File: src/rtl/dual_port_sram_fifo_ctrl_pkg.sv
// Shared widths, depth and types for the SRAM-backed FIFO controller.
// Imported by the interface, the output buffer and the top.
package sram_fifo_pkg;

  localparam int DEF_DATA_WIDTH   = 32;
  localparam int DEF_ADDR_WIDTH   = 8;
  localparam int DEPTH            = 1 << DEF_ADDR_WIDTH;
  localparam int ALMOST_THRESHOLD = 4;

  typedef logic [DEF_ADDR_WIDTH-1:0] addr_t;
  typedef logic [DEF_DATA_WIDTH-1:0] data_t;
  typedef logic [DEF_ADDR_WIDTH:0]   count_t;

endpackage

File: src/rtl/dual_port_sram_fifo_ctrl_if.sv
// Push/pop handshake bundle of the SRAM FIFO controller.
// master = producer/consumer side, slave = FIFO side.
interface dual_port_sram_fifo_ctrl_if #(
  parameter int DATA_WIDTH = sram_fifo_pkg::DEF_DATA_WIDTH
);

  logic                  Wr_Valid_In;
  logic [DATA_WIDTH-1:0] Wr_Data_In;
  logic                  Wr_Ready_Out;
  logic                  Rd_Valid_Out;
  logic [DATA_WIDTH-1:0] Rd_Data_Out;
  logic                  Rd_Ready_In;

  modport master (
    output Wr_Valid_In,
    output Wr_Data_In,
    output Rd_Ready_In,
    input  Wr_Ready_Out,
    input  Rd_Valid_Out,
    input  Rd_Data_Out
  );

  modport slave (
    input  Wr_Valid_In,
    input  Wr_Data_In,
    input  Rd_Ready_In,
    output Wr_Ready_Out,
    output Rd_Valid_Out,
    output Rd_Data_Out
  );

endinterface

File: src/rtl/dual_port_sram_fifo_ctrl_out_buffer.sv
// Two-entry output skid buffer that absorbs SRAM read returns.
// Head entry is presented until popped; writes go behind it.
module sram_fifo_out_buffer
  import sram_fifo_pkg::*;
#(
  parameter int DATA_WIDTH = DEF_DATA_WIDTH
) (
  input  logic                  clk,
  input  logic                  rst_n,
  input  logic                  clr,
  input  logic                  wr_en,
  input  logic [DATA_WIDTH-1:0] wr_data,
  input  logic                  rd_en,
  output logic [1:0]            occ,
  output logic                  valid,
  output logic [DATA_WIDTH-1:0] rd_data
);

  logic [DATA_WIDTH-1:0] mem_q [2];
  logic [DATA_WIDTH-1:0] mem_d [2];
  logic                  head_q;
  logic                  head_d;
  logic [1:0]            occ_q;
  logic [1:0]            occ_d;

  assign occ     = occ_q;
  assign valid   = (occ_q != 2'd0);
  assign rd_data = mem_q[head_q];

  // next entry contents, head index and occupancy
  always_comb begin
    mem_d  = mem_q;
    head_d = head_q;
    occ_d  = occ_q;
    if (wr_en) begin
      mem_d[head_q ^ occ_q[0]] = wr_data;
    end
    if (rd_en) begin
      head_d = ~head_q;
    end
    unique case (1'b1)
      wr_en && !rd_en: occ_d = occ_q + 2'd1;
      !wr_en && rd_en: occ_d = occ_q - 2'd1;
      default: ;
    endcase
    if (clr) begin
      head_d = 1'b0;
      occ_d  = 2'd0;
    end
  end

  // control state with synchronous reset
  always_ff @(posedge clk) begin
    if (!rst_n) begin
      head_q <= 1'b0;
      occ_q  <= 2'd0;
    end else begin
      head_q <= head_d;
      occ_q  <= occ_d;
    end
  end

  // data storage needs no reset
  always_ff @(posedge clk) begin
    mem_q <= mem_d;
  end

endmodule

File: src/rtl/dual_port_sram_fifo_ctrl.sv
// FIFO controller over a dual-port SRAM: port A writes, port B reads.
// SRAM_FIFO_ALMOST_FLAGS_EN adds Almost_Full_Out/Almost_Empty_Out.
module dual_port_sram_fifo_ctrl
  import sram_fifo_pkg::*;
#(
  parameter int DATA_WIDTH = DEF_DATA_WIDTH,
  parameter int ADDR_WIDTH = DEF_ADDR_WIDTH
) (
  input  logic                  Clk_In,
  input  logic                  Reset_In,
  input  logic                  Flush_In,
  dual_port_sram_fifo_ctrl_if.slave fifo_if,
  output logic [ADDR_WIDTH:0]   Count_Out,
  output logic                  Full_Out,
  output logic                  Empty_Out,
  output logic [DATA_WIDTH-1:0] Sram_A_Data_Out,
  output logic [ADDR_WIDTH-1:0] Sram_A_Address_Out,
  output logic                  Sram_A_Write_Enable_Out,
  output logic                  Sram_A_Read_Enable_Out,
  output logic [ADDR_WIDTH-1:0] Sram_B_Address_Out,
  output logic                  Sram_B_Read_Enable_Out,
  output logic                  Sram_B_Write_Enable_Out,
  output logic [DATA_WIDTH-1:0] Sram_B_Data_Out,
  input  logic [DATA_WIDTH-1:0] Sram_B_Data_In
`ifdef SRAM_FIFO_ALMOST_FLAGS_EN
  ,
  output logic                  Almost_Full_Out,
  output logic                  Almost_Empty_Out
`endif
);

  localparam logic [ADDR_WIDTH:0] FULL_CNT =
    {1'b1, {ADDR_WIDTH{1'b0}}};
  localparam logic [ADDR_WIDTH-1:0] PTR_ONE =
    ADDR_WIDTH'(1);

  logic [ADDR_WIDTH-1:0] wr_ptr_q;
  logic [ADDR_WIDTH-1:0] wr_ptr_d;
  logic [ADDR_WIDTH-1:0] rd_ptr_q;
  logic [ADDR_WIDTH-1:0] rd_ptr_d;
  logic [ADDR_WIDTH-1:0] rd_addr_q;
  logic [ADDR_WIDTH-1:0] rd_addr_d;
  logic [ADDR_WIDTH:0]   sram_cnt_q;
  logic [ADDR_WIDTH:0]   sram_cnt_d;
  logic                  rd_en_q;
  logic                  rd_en_d;
  logic                  inflight_q;
  logic                  inflight_d;

  logic                  push;
  logic                  pop;
  logic                  issue;
  logic [2:0]            load;
  logic [1:0]            buf_occ;
  logic                  buf_valid;
  logic [DATA_WIDTH-1:0] buf_data;

  sram_fifo_out_buffer #(
    .DATA_WIDTH (DATA_WIDTH)
  ) u_out_buf (
    .clk     (Clk_In),
    .rst_n   (Reset_In),
    .clr     (Flush_In),
    .wr_en   (inflight_q),
    .wr_data (Sram_B_Data_In),
    .rd_en   (pop),
    .occ     (buf_occ),
    .valid   (buf_valid),
    .rd_data (buf_data)
  );

  // handshakes, occupancy and read-issue decision
  always_comb begin
    Count_Out = sram_cnt_q
              + (ADDR_WIDTH+1)'(buf_occ)
              + (ADDR_WIDTH+1)'(rd_en_q)
              + (ADDR_WIDTH+1)'(inflight_q);
    Full_Out  = (Count_Out == FULL_CNT);
    Empty_Out = (Count_Out == '0);
    fifo_if.Wr_Ready_Out =
      Reset_In && !Full_Out && !Flush_In;
    fifo_if.Rd_Valid_Out = buf_valid;
    fifo_if.Rd_Data_Out  = buf_data;
    push  = fifo_if.Wr_Valid_In && fifo_if.Wr_Ready_Out;
    pop   = buf_valid && fifo_if.Rd_Ready_In;
    load  = 3'(buf_occ) + 3'(rd_en_q) + 3'(inflight_q);
    issue = !Flush_In
         && (sram_cnt_q != '0)
         && (load < (3'd2 + 3'(pop)));
  end

  // SRAM port drive: A writes on push, B reads from registered request
  always_comb begin
    Sram_A_Write_Enable_Out = push;
    Sram_A_Address_Out      = wr_ptr_q;
    Sram_A_Data_Out         = fifo_if.Wr_Data_In;
    Sram_A_Read_Enable_Out  = 1'b0;
    Sram_B_Read_Enable_Out  = rd_en_q;
    Sram_B_Address_Out      = rd_addr_q;
    Sram_B_Write_Enable_Out = 1'b0;
    Sram_B_Data_Out         = '0;
  end

  // pointer, word-count and read-pipeline next state
  always_comb begin
    wr_ptr_d   = wr_ptr_q;
    rd_ptr_d   = rd_ptr_q;
    rd_addr_d  = rd_addr_q;
    sram_cnt_d = sram_cnt_q
               + (ADDR_WIDTH+1)'(push)
               - (ADDR_WIDTH+1)'(issue);
    rd_en_d    = issue;
    inflight_d = rd_en_q;
    if (push) begin
      wr_ptr_d = wr_ptr_q + PTR_ONE;
    end
    if (issue) begin
      rd_addr_d = rd_ptr_q;
      rd_ptr_d  = rd_ptr_q + PTR_ONE;
    end
    if (Flush_In) begin
      wr_ptr_d   = '0;
      rd_ptr_d   = '0;
      rd_addr_d  = '0;
      sram_cnt_d = '0;
      rd_en_d    = 1'b0;
      inflight_d = 1'b0;
    end
  end

  // controller state with synchronous active-low reset
  always_ff @(posedge Clk_In) begin
    if (!Reset_In) begin
      wr_ptr_q   <= '0;
      rd_ptr_q   <= '0;
      rd_addr_q  <= '0;
      sram_cnt_q <= '0;
      rd_en_q    <= 1'b0;
      inflight_q <= 1'b0;
    end else begin
      wr_ptr_q   <= wr_ptr_d;
      rd_ptr_q   <= rd_ptr_d;
      rd_addr_q  <= rd_addr_d;
      sram_cnt_q <= sram_cnt_d;
      rd_en_q    <= rd_en_d;
      inflight_q <= inflight_d;
    end
  end

`ifdef SRAM_FIFO_ALMOST_FLAGS_EN
  localparam logic [ADDR_WIDTH:0] AF_LVL =
    FULL_CNT - (ADDR_WIDTH+1)'(ALMOST_THRESHOLD);
  localparam logic [ADDR_WIDTH:0] AE_LVL =
    (ADDR_WIDTH+1)'(ALMOST_THRESHOLD);

  // threshold flags straight from the occupancy sum
  always_comb begin
    Almost_Full_Out  = (Count_Out >= AF_LVL);
    Almost_Empty_Out = (Count_Out <= AE_LVL);
  end
`endif

endmodule

File: src/flat_wrapper.sv
// flat-port wrapper written by rule: the top's interface ports become plain ports
module dual_port_sram_fifo_ctrl_flat import sram_fifo_pkg::*;
#(
  parameter int DATA_WIDTH = DEF_DATA_WIDTH,
  parameter int ADDR_WIDTH = DEF_ADDR_WIDTH
)
  (Clk_In, Reset_In, Flush_In, Count_Out, Full_Out, Empty_Out, Sram_A_Data_Out, Sram_A_Address_Out, Sram_A_Write_Enable_Out, Sram_A_Read_Enable_Out, Sram_B_Address_Out, Sram_B_Read_Enable_Out, Sram_B_Write_Enable_Out, Sram_B_Data_Out, Sram_B_Data_In, fifo_if_Wr_Valid_In, fifo_if_Wr_Data_In, fifo_if_Rd_Ready_In, fifo_if_Wr_Ready_Out, fifo_if_Rd_Valid_Out, fifo_if_Rd_Data_Out);
  dual_port_sram_fifo_ctrl_if #(.DATA_WIDTH(DATA_WIDTH)) fifo_if_i ();
  input  logic Clk_In;
  input  logic Reset_In;
  input  logic Flush_In;
  output logic [ADDR_WIDTH:0] Count_Out;
  output logic Full_Out;
  output logic Empty_Out;
  output logic [DATA_WIDTH-1:0] Sram_A_Data_Out;
  output logic [ADDR_WIDTH-1:0] Sram_A_Address_Out;
  output logic Sram_A_Write_Enable_Out;
  output logic Sram_A_Read_Enable_Out;
  output logic [ADDR_WIDTH-1:0] Sram_B_Address_Out;
  output logic Sram_B_Read_Enable_Out;
  output logic Sram_B_Write_Enable_Out;
  output logic [DATA_WIDTH-1:0] Sram_B_Data_Out;
  input  logic [DATA_WIDTH-1:0] Sram_B_Data_In;
  input wire logic [$bits(fifo_if_i.Wr_Valid_In)-1:0] fifo_if_Wr_Valid_In;
  input wire logic [$bits(fifo_if_i.Wr_Data_In)-1:0] fifo_if_Wr_Data_In;
  input wire logic [$bits(fifo_if_i.Rd_Ready_In)-1:0] fifo_if_Rd_Ready_In;
  output wire logic [$bits(fifo_if_i.Wr_Ready_Out)-1:0] fifo_if_Wr_Ready_Out;
  output wire logic [$bits(fifo_if_i.Rd_Valid_Out)-1:0] fifo_if_Rd_Valid_Out;
  output wire logic [$bits(fifo_if_i.Rd_Data_Out)-1:0] fifo_if_Rd_Data_Out;
  assign fifo_if_i.Wr_Valid_In = fifo_if_Wr_Valid_In;
  assign fifo_if_i.Wr_Data_In = fifo_if_Wr_Data_In;
  assign fifo_if_i.Rd_Ready_In = fifo_if_Rd_Ready_In;
  assign fifo_if_Wr_Ready_Out = fifo_if_i.Wr_Ready_Out;
  assign fifo_if_Rd_Valid_Out = fifo_if_i.Rd_Valid_Out;
  assign fifo_if_Rd_Data_Out = fifo_if_i.Rd_Data_Out;
  dual_port_sram_fifo_ctrl #(.DATA_WIDTH(DATA_WIDTH), .ADDR_WIDTH(ADDR_WIDTH)) u_core (.Clk_In(Clk_In), .Reset_In(Reset_In), .Flush_In(Flush_In), .fifo_if(fifo_if_i), .Count_Out(Count_Out), .Full_Out(Full_Out), .Empty_Out(Empty_Out), .Sram_A_Data_Out(Sram_A_Data_Out), .Sram_A_Address_Out(Sram_A_Address_Out), .Sram_A_Write_Enable_Out(Sram_A_Write_Enable_Out), .Sram_A_Read_Enable_Out(Sram_A_Read_Enable_Out), .Sram_B_Address_Out(Sram_B_Address_Out), .Sram_B_Read_Enable_Out(Sram_B_Read_Enable_Out), .Sram_B_Write_Enable_Out(Sram_B_Write_Enable_Out), .Sram_B_Data_Out(Sram_B_Data_Out), .Sram_B_Data_In(Sram_B_Data_In));
endmodule
File: config.mk
export PLATFORM = sky130hd
export DESIGN_NAME = dual_port_sram_fifo_ctrl_flat
export DESIGN_NICKNAME = d
export VERILOG_FILES = /design/src/rtl/dual_port_sram_fifo_ctrl_pkg.sv /design/src/rtl/dual_port_sram_fifo_ctrl_if.sv /design/src/rtl/dual_port_sram_fifo_ctrl_out_buffer.sv /design/src/rtl/dual_port_sram_fifo_ctrl.sv /design/src/flat_wrapper.sv
export SDC_FILE = /design/constraint.sdc
export NUM_CORES = 1
export LEC_CHECK = 0
export CORE_AREA = 3 3 140 142
export CTS_BUF_LIST = sky130_fd_sc_hd__clkbuf_2
export CTS_CLUSTER_DIAMETER = 30
export DETAILED_ROUTE_END_ITERATION = 8
export DIE_AREA = 0 0 143 145
export SETUP_SLACK_MARGIN = 0.05
export SYNTH_ARGS = -nofsm -noshare
export SYNTH_HDL_FRONTEND = slang
export SYNTH_HIERARCHICAL = 1
export SYNTH_SLANG_ARGS = --single-unit
File: constraint.sdc
create_clock -name Clk_In -period 10.6 [get_ports Clk_In]
set_input_delay 1.06 -clock Clk_In [delete_from_list [all_inputs] [get_ports Clk_In]]
set_output_delay 1.06 -clock Clk_In [all_outputs]
set_load 0.1 [all_outputs]
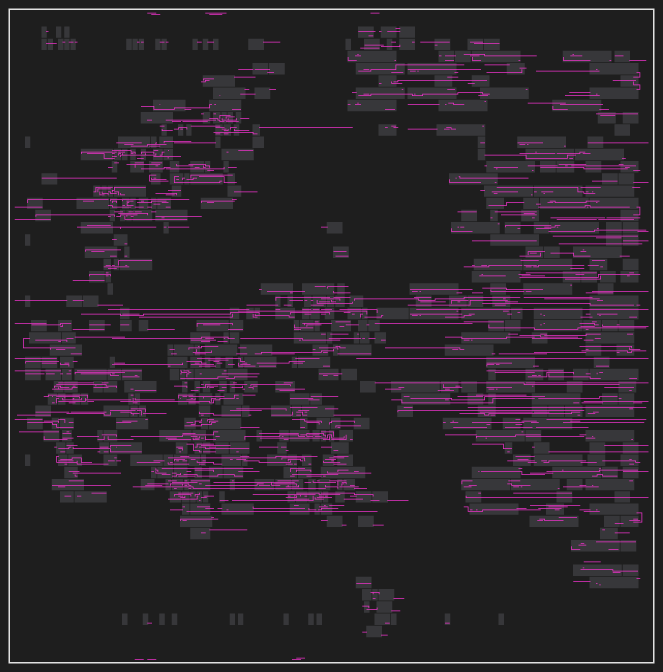
Figure 1: run 1, signal wires on met1.
Cells faint in the background.
- longest straight run: 64.9 um
- share of all routed wire: 46%
- nets with wire on the layer: 502
- main direction: horizontal
- wire length on this layer: 4920 um
vias: 3180
Total Wirelength: 10700 um
Global Route met1 Usage: 13.0%

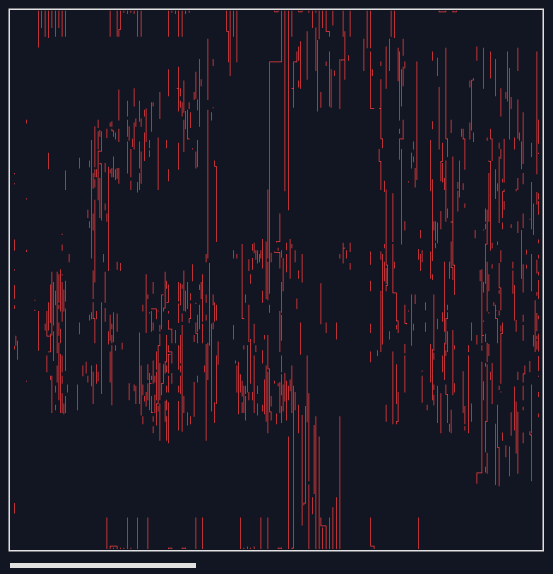
Figure 2: run 1, signal wires on met2.
Scale bar: 50 um.
- nets with wire on the layer: 514
- longest straight run: 62.2 um
- main direction: vertical
- wire length on this layer: 4840 um
GRT met2 Usage: 16.1%

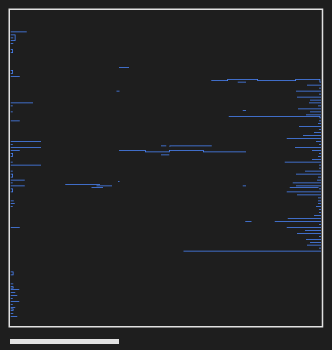
Figure 3: run 1, metal 3.
Scale bar: 50 um.
- nets with wire on the layer: 97
- main direction: horizontal
- wire length on this layer: 756 um
met3 usage in global routing: 2.90%

run 1: cell families after synthesis:
family	Yosys count	synth area share (%)
buffers and inverters	98	12.3
xor gates and xnor gates	18	3.23
DFF	102	52.5
muxes	33	7.25
adders and majority gates	28	7.45
and+or+nand+nor	104	10.2
other	1	0.0734
AOI/OAI and AO/OA	48	6.93
run 1: final cells by class:
type	instances	area (um2)
Clock inverter	6	68.8
Sequential cell	102	2680
Multi-Input combinational cell	265	1920
Clock buffer	10	50.0
Tap cell	234	293
Fill cell	1848	12500
Inverter	22	82.6
Timing Repair Buffer	103	1020
run 1: layout by cell type, fill, tap and decap left out, drive strengths merged, types with 5 or more instances in the layout:
cell type | Yosys | layout
a21oi | 22 | 22
clkdlybuf4s50 | 0 | 99
nand2 | 26 | 26
conb | 1 | 34
nand3 | 10 | 10
nand2b | 7 | 7
ha | 24 | 24
dfxtp | 38 | 38
xor2 | 11 | 11
clkbuf | 5 | 10
nor2 | 24 | 24
and2 | 5 | 5
inv | 21 | 23
mux2 | 32 | 32
o21ai | 10 | 10
or3 | 9 | 9
xnor2 | 7 | 7
edfxtp | 64 | 64
run 1: metal layers:
layer	part of all wire (%)	vias to the layer above	track usage (%)
li1	-	1541	-
met5	0	-	0
met4	1.8	0	3.99
met2	45	98	16.1
met3	7.1	25	2.90
met1	46	1516	13.0
run 1: flip-flops by register name, indices dropped and copies added (netlist names):
register and cells:
u_core/sram_cnt_q 9, u_core/rd_ptr_q 8, u_core/inflight_q 1, u_core/u_out_buf/mem_q 64
u_core/Sram_A_Address_Out 8, u_core/u_out_buf/head_q 1, u_core/u_out_buf/occ 2, u_core/Sram_B_Address_Out 8
u_core/Sram_B_Read_Enable_Out 1
run 1: worst reg2reg max path: stages, from the launching register on:
cell and delay (ps):
sky130_fd_sc_hd__dfxtp_1 530, sky130_fd_sc_hd__fa_1 460, sky130_fd_sc_hd__ha_1 220, sky130_fd_sc_hd__fa_1 410
sky130_fd_sc_hd__a21oi_1 310, sky130_fd_sc_hd__o221ai_1 190, sky130_fd_sc_hd__or3_4 410, sky130_fd_sc_hd__o41ai_4 960
sky130_fd_sc_hd__nor2_1 180, sky130_fd_sc_hd__ha_1 270, sky130_fd_sc_hd__a21o_1 180, sky130_fd_sc_hd__a21oi_1 210
sky130_fd_sc_hd__o21bai_1 110, sky130_fd_sc_hd__a2111oi_0 570, sky130_fd_sc_hd__o31ai_1 170, sky130_fd_sc_hd__o41ai_1 80
run 1: stage by stage:
stage                     power, uW  area, um2
final                          1250       6120
after detailed placement       1060       6000
after global placement         1060       6000
after CTS                      1260       6120
after floorplan                1010       5230
after global routing           1320       6120
run 1: report_power, final:
group	switching [uW]	internal, uW	leakage [uW]
Combinational	420	166	0.00121
Sequential	23.7	444	0.000885
Clock	135	57.3	0.0000729
==> impl_metrics.env, run 1 <==
# physical design summary
export IMPL_outcome="completed"
export IMPL_holdCritPathClass="flop to flop"
export IMPL_drtIter0Drc=140
export IMPL_syn_mean_instance_area_um2=11.8
export IMPL_cts_max_level=3
export IMPL_synth_flops=102
export IMPL_flow_area_growth_from_synthesis_pct=19.8
export IMPL_setup_worst_path_class="flop to output port"
export IMPL_endpoint="Sram_A_Write_Enable_Out"
export IMPL_postSynth_asyncResetShare_pct=0
export IMPL_initCoreUtil_pct=27.5
export IMPL_total_core_area_mm2=0.0186
export IMPL_peak_ir_drop_on_the_vdd_network_v=0.0000685
export IMPL_maxSlewViolCount=0
export IMPL_reg2regPathDepth=15
export IMPL_maximum_number_of_pins_on_one_net_before_global_route_repair=33
export IMPL_critPathLaunchType="flop"
export IMPL_finalCoreUtilization_pct=32.9
export IMPL_timing_clock_skew_ps=20.9
export IMPL_synth_edff_count=64
export IMPL_grt_remaining_overflow=0
export IMPL_yosysMostFrequentCell="sky130_fd_sc_hd__buf_4"
export IMPL_tritoncts="built"
export IMPL_slowest_stage="sky130_fd_sc_hd__clkdlybuf4s50_1"
export IMPL_cpLargestDelayFamily="AND-OR/OR-AND gates"
export IMPL_hold_violations_final=0
export IMPL_postCtsResizedCells=0
export IMPL_reg2reg_slack_ps=5240
export IMPL_critical_path_buf_inv_count=1
Figure 4. Metal 4 (run 1).
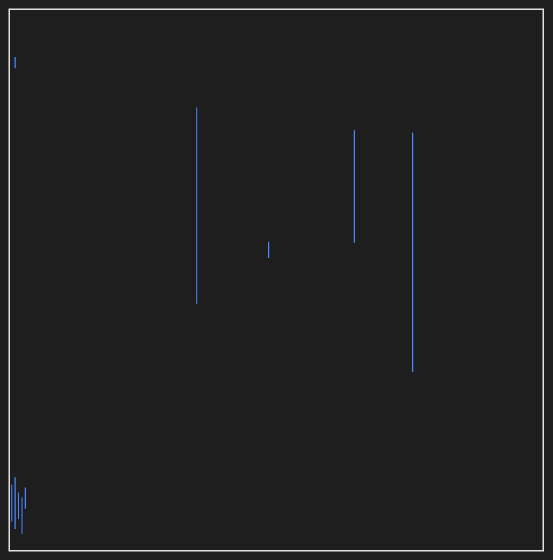

==> run 2, diff against run 1 <==
clock period = 5.8 ns   (was 10.6 ns; I/O delays follow)
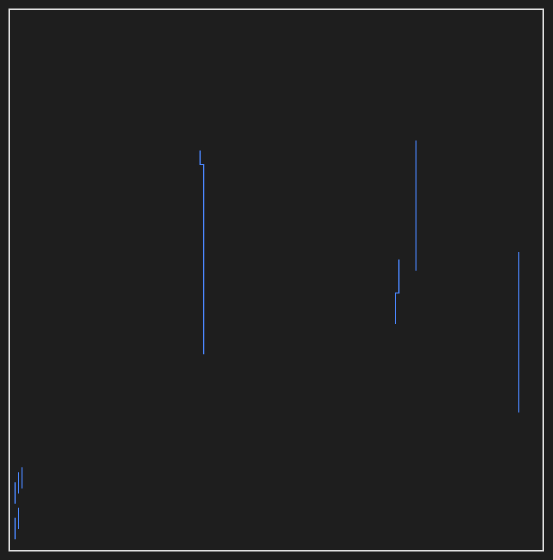
Figure 5: run 2, metal 4.
- share of all routed wire: 1.7%
- wire length on this layer: 178 um
- longest straight run: 50.8 um
vias: 3161
Total Wirelength: 10700 um

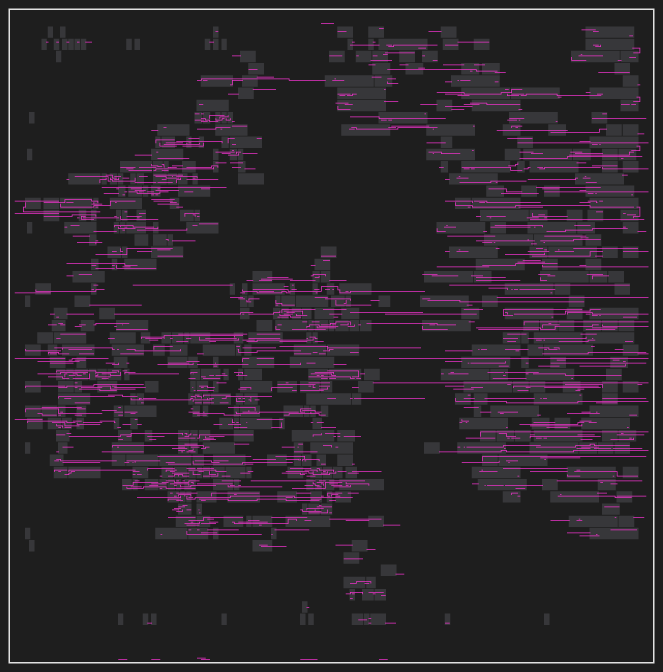
Figure 6: run 2, signal wires on met1.
Cells faint in the background.
- nets with wire on the layer: 501
- main direction: horizontal
- longest straight run: 61.2 um
Global Route met1 Usage: 13.0%

==> run 2 against run 1 <==
Net effect: via count down 0.60%; synthesized area unchanged; sequential cell count unchanged; non-clock buffer count unchanged; critical path depth up 7; power up 85%; final cell count up 0.13%; clock skew up 6.4 ps; final area up 1.6%; setup slack worse by 3700 ps; critical path type is now flop to flop; largest cell class unchanged.
==> impl_metrics.env, run 2 <==
# physical design summary
export IMPL_postCtsResizedCells=0
export IMPL_outcome="completed"
export IMPL_cts_max_level=3
export IMPL_synth_edff_count=64
export IMPL_tritoncts="built"
export IMPL_layout_top_cells_excl_fill_tap="95 x sky130_fd_sc_hd__clkdlybuf4s50_1, 64 x sky130_fd_sc_hd__edfxtp_1, 37 x sky130_fd_sc_hd__dfxtp_1, 34 x sky130_fd_sc_hd__conb_1, 32 x sky130_fd_sc_hd__mux2_2"
export IMPL_biggest_registers_after_layout="u_core/u_out_buf/mem_q (64), u_core/sram_cnt_q (9)"
export IMPL_holdCritPathClass="flop to flop"
export IMPL_slowest_stage="sky130_fd_sc_hd__a2111oi_0"
export IMPL_critPathLaunchType="flop"
export IMPL_register_name_with_the_most_flops="u_core/u_out_buf/mem_q"
export IMPL_largest_register_ff_count=64
export IMPL_synth_flops=102
export IMPL_power_share_sequential_pct=37.0
export IMPL_setup_worst_path_class="flop to flop"
export IMPL_fill_cells=1824
export IMPL_drtIter0Drc=166
export IMPL_flow_area_growth_from_synthesis_pct=21.8
export IMPL_maxSlewViolCount=0
export IMPL_total_core_area_mm2=0.0186
export IMPL_yosysMostFrequentCell="sky130_fd_sc_hd__buf_4"
export IMPL_hold_violations_final=0
export IMPL_timing_clock_skew_ps=27.2
export IMPL_netSwitchingFraction_pct=47.7
export IMPL_cell_internal_pwr_uw=1210
export IMPL_initCoreUtil_pct=27.5
export IMPL_syn_mean_instance_area_um2=11.8
export IMPL_clock_power_share_pct=14.3
export IMPL_maximum_number_of_pins_on_one_net_before_global_route_repair=33
export IMPL_switching_power_uw=1100
## run 2: cell counts after synthesis
No cell type changed its count.
## run 2: metrics by stage
step | hold WS, ps | utilization (%) | total power (uW) | instance area, um2 | instances
global placement | 454 | 32.9 | 1980 | 6110 | 726
floorplan | 444 | - | 1890 | 5340 | 465
finish | 483 | 33.5 | 2310 | 6220 | 743
global route | 410 | 33.5 | 2450 | 6220 | 743
detailed placement | 454 | 32.9 | 2000 | 6110 | 726
CTS | 402 | 33.5 | 2350 | 6220 | 742
## run 2: power by group through the flow
stage / clock network (uW) / registers [uW] / logic, uW
final: 330 / 854 / 1120
after global routing: 378 / 864 / 1200
after CTS: 358 / 856 / 1130
after detailed placement: 0 / 871 / 1130
after global placement: 0 / 868 / 1110
after floorplan: 0 / 881 / 1010
## run 2: kinds of logic (layout without fill, tap and decap cells)
kind of cell / after synthesis / in the layout / share of synthesized area [%]
compound gates: 48 / 48 / 6.93
xor+xnor: 18 / 18 / 3.23
fa+ha+maj: 28 / 28 / 7.45
buf+inv: 98 / 141 / 12.3
flops: 102 / 102 / 52.5
mux: 33 / 33 / 7.25
other cells: 1 / 35 / 0.0734
simple gates: 104 / 104 / 10.2
## run 2: final timing paths
path                                       end  slack (ps)  cells after the start
hold reg to reg   u_core/Sram_B_Address_Out[6]         480                      2
setup / recovery          u_core/sram_cnt_q[7]         570                     16
hold / removal    u_core/Sram_B_Address_Out[6]         480                      2
setup reg to reg          u_core/sram_cnt_q[7]         570                     16
## run 2: worst max-delay path: cells and delay by family, from the launching register on
family	cells	cell delay (ps)
AOI/OAI and AO/OA	9	2520
adders and majority gates	4	1360
DFF	1	520
and+or+nand+nor	2	450
buffers and inverters	1	320
## run 2: final cells by class
| class | instances | area [um2] | share of cell area (%) |
|---|---|---|---|
| clock buffer | 9 | 45.0 | 0.724 |
| tap | 234 | 293 | 4.71 |
| multi-input combinational | 265 | 2040 | 32.7 |
| sequential | 102 | 2680 | 43.2 |
| timing repair buffer | 103 | 1010 | 16.3 |
| antenna | 1 | 2.50 | 0.0402 |
| clock inverter | 7 | 66.3 | 1.07 |
| inverter | 22 | 82.6 | 1.33 |
## run 2: layer usage
metal / global-route usage (%) / share of wire (%) / routed length (um) / vias up
met2: 16.3 / 46 / 4860 / 108
met1: 13.0 / 45 / 4840 / 1482
li1: - / - / - / 1551
met4: 3.37 / 1.7 / 177 / 0
met3: 3.63 / 7.4 / 784 / 20
met5: 0 / 0 / 0 / -
Figure 7. Clock routing (run 2).
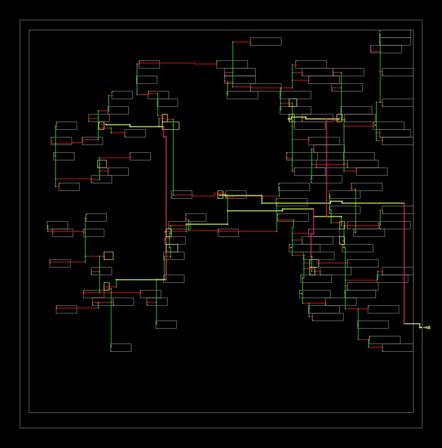

==> run 3, diff against run 2 <==
DONT_BUFFER_PORTS = 1   (was not set)
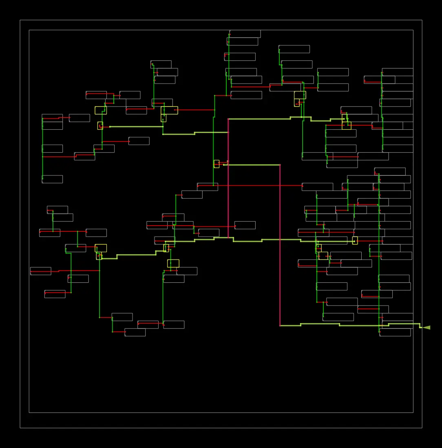
Figure 8: run 3, clock routing.
TritonCTS Sinks: 102
Clock net power: 345 uW

==> run 3 against run 2 <==
Net effect: register-to-register slack improved by 140 ps; via count decreased by 5.0%; non-clock buffer count decreased by 55; final area decreased by 8.9%; largest power group unchanged; highest routed layer unchanged.
==> impl_metrics.env, run 3 <==
# physical design summary
export IMPL_synth_flops=102
export IMPL_cell_internal_pwr_uw=1180
export IMPL_yosysMostFrequentCell="sky130_fd_sc_hd__buf_4"
export IMPL_clock_tree_buffer_depth=2
export IMPL_timing_clock_skew_ps=15.6
export IMPL_fill_cells=1851
export IMPL_cts_max_level=3
export IMPL_flow_area_growth_from_synthesis_pct=11.0
export IMPL_postCtsResizedCells=0
export IMPL_clock_power_share_pct=15.1
export IMPL_maxSlewViolCount=0
export IMPL_hold_violations_final=0
export IMPL_largest_register_ff_count=64
export IMPL_tritoncts="built"
export IMPL_critPathLaunchType="flop"
export IMPL_grt_remaining_overflow=0
export IMPL_biggest_registers_after_layout="u_core/u_out_buf/mem_q (64), u_core/sram_cnt_q (9)"
export IMPL_grt_pass1_vias=3087
export IMPL_peak_ir_drop_on_the_vdd_network_v=0.000119
export IMPL_syn_mean_instance_area_um2=11.8
export IMPL_top_usage_layer="met2"
export IMPL_placed_cell_area_mm2=0.00521
export IMPL_postSynth_asyncResetShare_pct=0
export IMPL_netSwitchingFraction_pct=48.5
export IMPL_grt_met2_usage_pct=17.1
export IMPL_finalCoreUtilization_pct=30.5
export IMPL_final_common_cell="sky130_fd_sc_hd__edfxtp_1"
export IMPL_initCoreUtil_pct=27.5
export IMPL_slowest_stage="sky130_fd_sc_hd__a2111oi_0"
export IMPL_met1_usage_pct=11.4
export IMPL_layout_top_cells_excl_fill_tap="64 x sky130_fd_sc_hd__edfxtp_1, 37 x sky130_fd_sc_hd__dfxtp_1, 34 x sky130_fd_sc_hd__conb_1, 33 x sky130_fd_sc_hd__dlygate4sd3_1, 32 x sky130_fd_sc_hd__mux2_2"
export IMPL_power_frac_comb_pct=47.1
export IMPL_switching_power_uw=1110
export IMPL_register_name_with_the_most_flops="u_core/u_out_buf/mem_q"
export IMPL_holdCritPathClass="input port to flop"
export IMPL_outcome="completed"
export IMPL_fin_area_mm2=0.00567
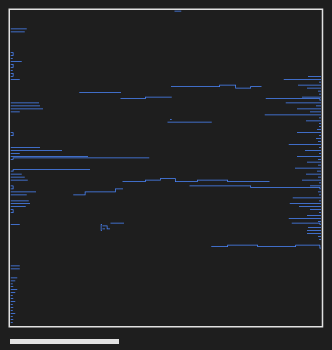
Figure 9: run 3, metal 3.
Scale bar: 50 um.
- main direction: horizontal
- longest straight run: 62.3 um
- nets with wire on the layer: 103
met3 usage in global routing: 5.27%
Total Wirelength: 10700 um
vias: 3002

[run 3: timing repair]
| item | 4_1_cts | 5_1_grt |
|---|---|---|
| setup endpoints to repair | 0 | 0 |
| endpoints found under the hold margin | 65 | 0 |
| hold buffers | 33 | 0 |
[run 3: layout make-up]
type                       instances  area, um2  share of cell area, %
clock buffer                       9       45.0                  0.795
sequential                       102       2680                   47.4
inverter                          22       82.6                   1.46
tap                              234        293                   5.17
multi-input combinational        265       2040                   36.0
antenna                            1       2.50                 0.0442
clock inverter                     7       78.8                   1.39
timing repair buffer              48        443                   7.82
[run 3: path summary, 6_finish.rpt]
kind	to	depth (start not counted)	slack, ps
min	u_core/u_out_buf/head_q	2	130
max	u_core/sram_cnt_q[7]	16	710
min reg2reg	u_core/Sram_B_Address_Out[6]	2	490
max reg2reg	u_core/sram_cnt_q[7]	16	710
[run 3: cell families after synthesis]
kind of cell               count (synthesis)  synth area share (%)
and+or+nand+nor                          104                  10.2
DFF                                      102                  52.5
buffers and inverters                     98                  12.3
AOI/OAI and AO/OA                         48                  6.93
muxes                                     33                  7.25
adders and majority gates                 28                  7.45
xor gates and xnor gates                  18                  3.23
other                                      1                0.0734
[run 3: through the flow]
stage | hold WS (ps) | total power [uW]
after global placement | 465 | 1920
after CTS | 19.3 | 2320
final | 131 | 2280
after floorplan | 444 | 1890
after global routing | 31.9 | 2430
after detailed placement | 480 | 1940
[run 3: critical path, delay by kind of cell, from the launching register on]
kind	cells	cell delay, ps
and+or+nand+nor	3	860
xor gates and xnor gates	1	310
DFF	1	530
AOI/OAI and AO/OA	7	1620
buffers and inverters	1	310
adders and majority gates	4	1370
[run 3: power groups by stage]
stage	clock, uW	sequential (uW)	combinational (uW)
6_report	345	864	1080
2_1_floorplan	0	881	1010
4_1_cts	373	865	1080
3_3_place_gp	0	876	1040
5_1_grt	399	873	1150
3_5_place_dp	0	880	1060
[run 3: layer usage]
metal	wire length, um	vias to the layer above
met5	0	-
met4	126	0
met3	1030	16
met2	5170	112
met1	4360	1440
li1	-	1434
No activity file was given, so power comes from the tool's default toggle rates.
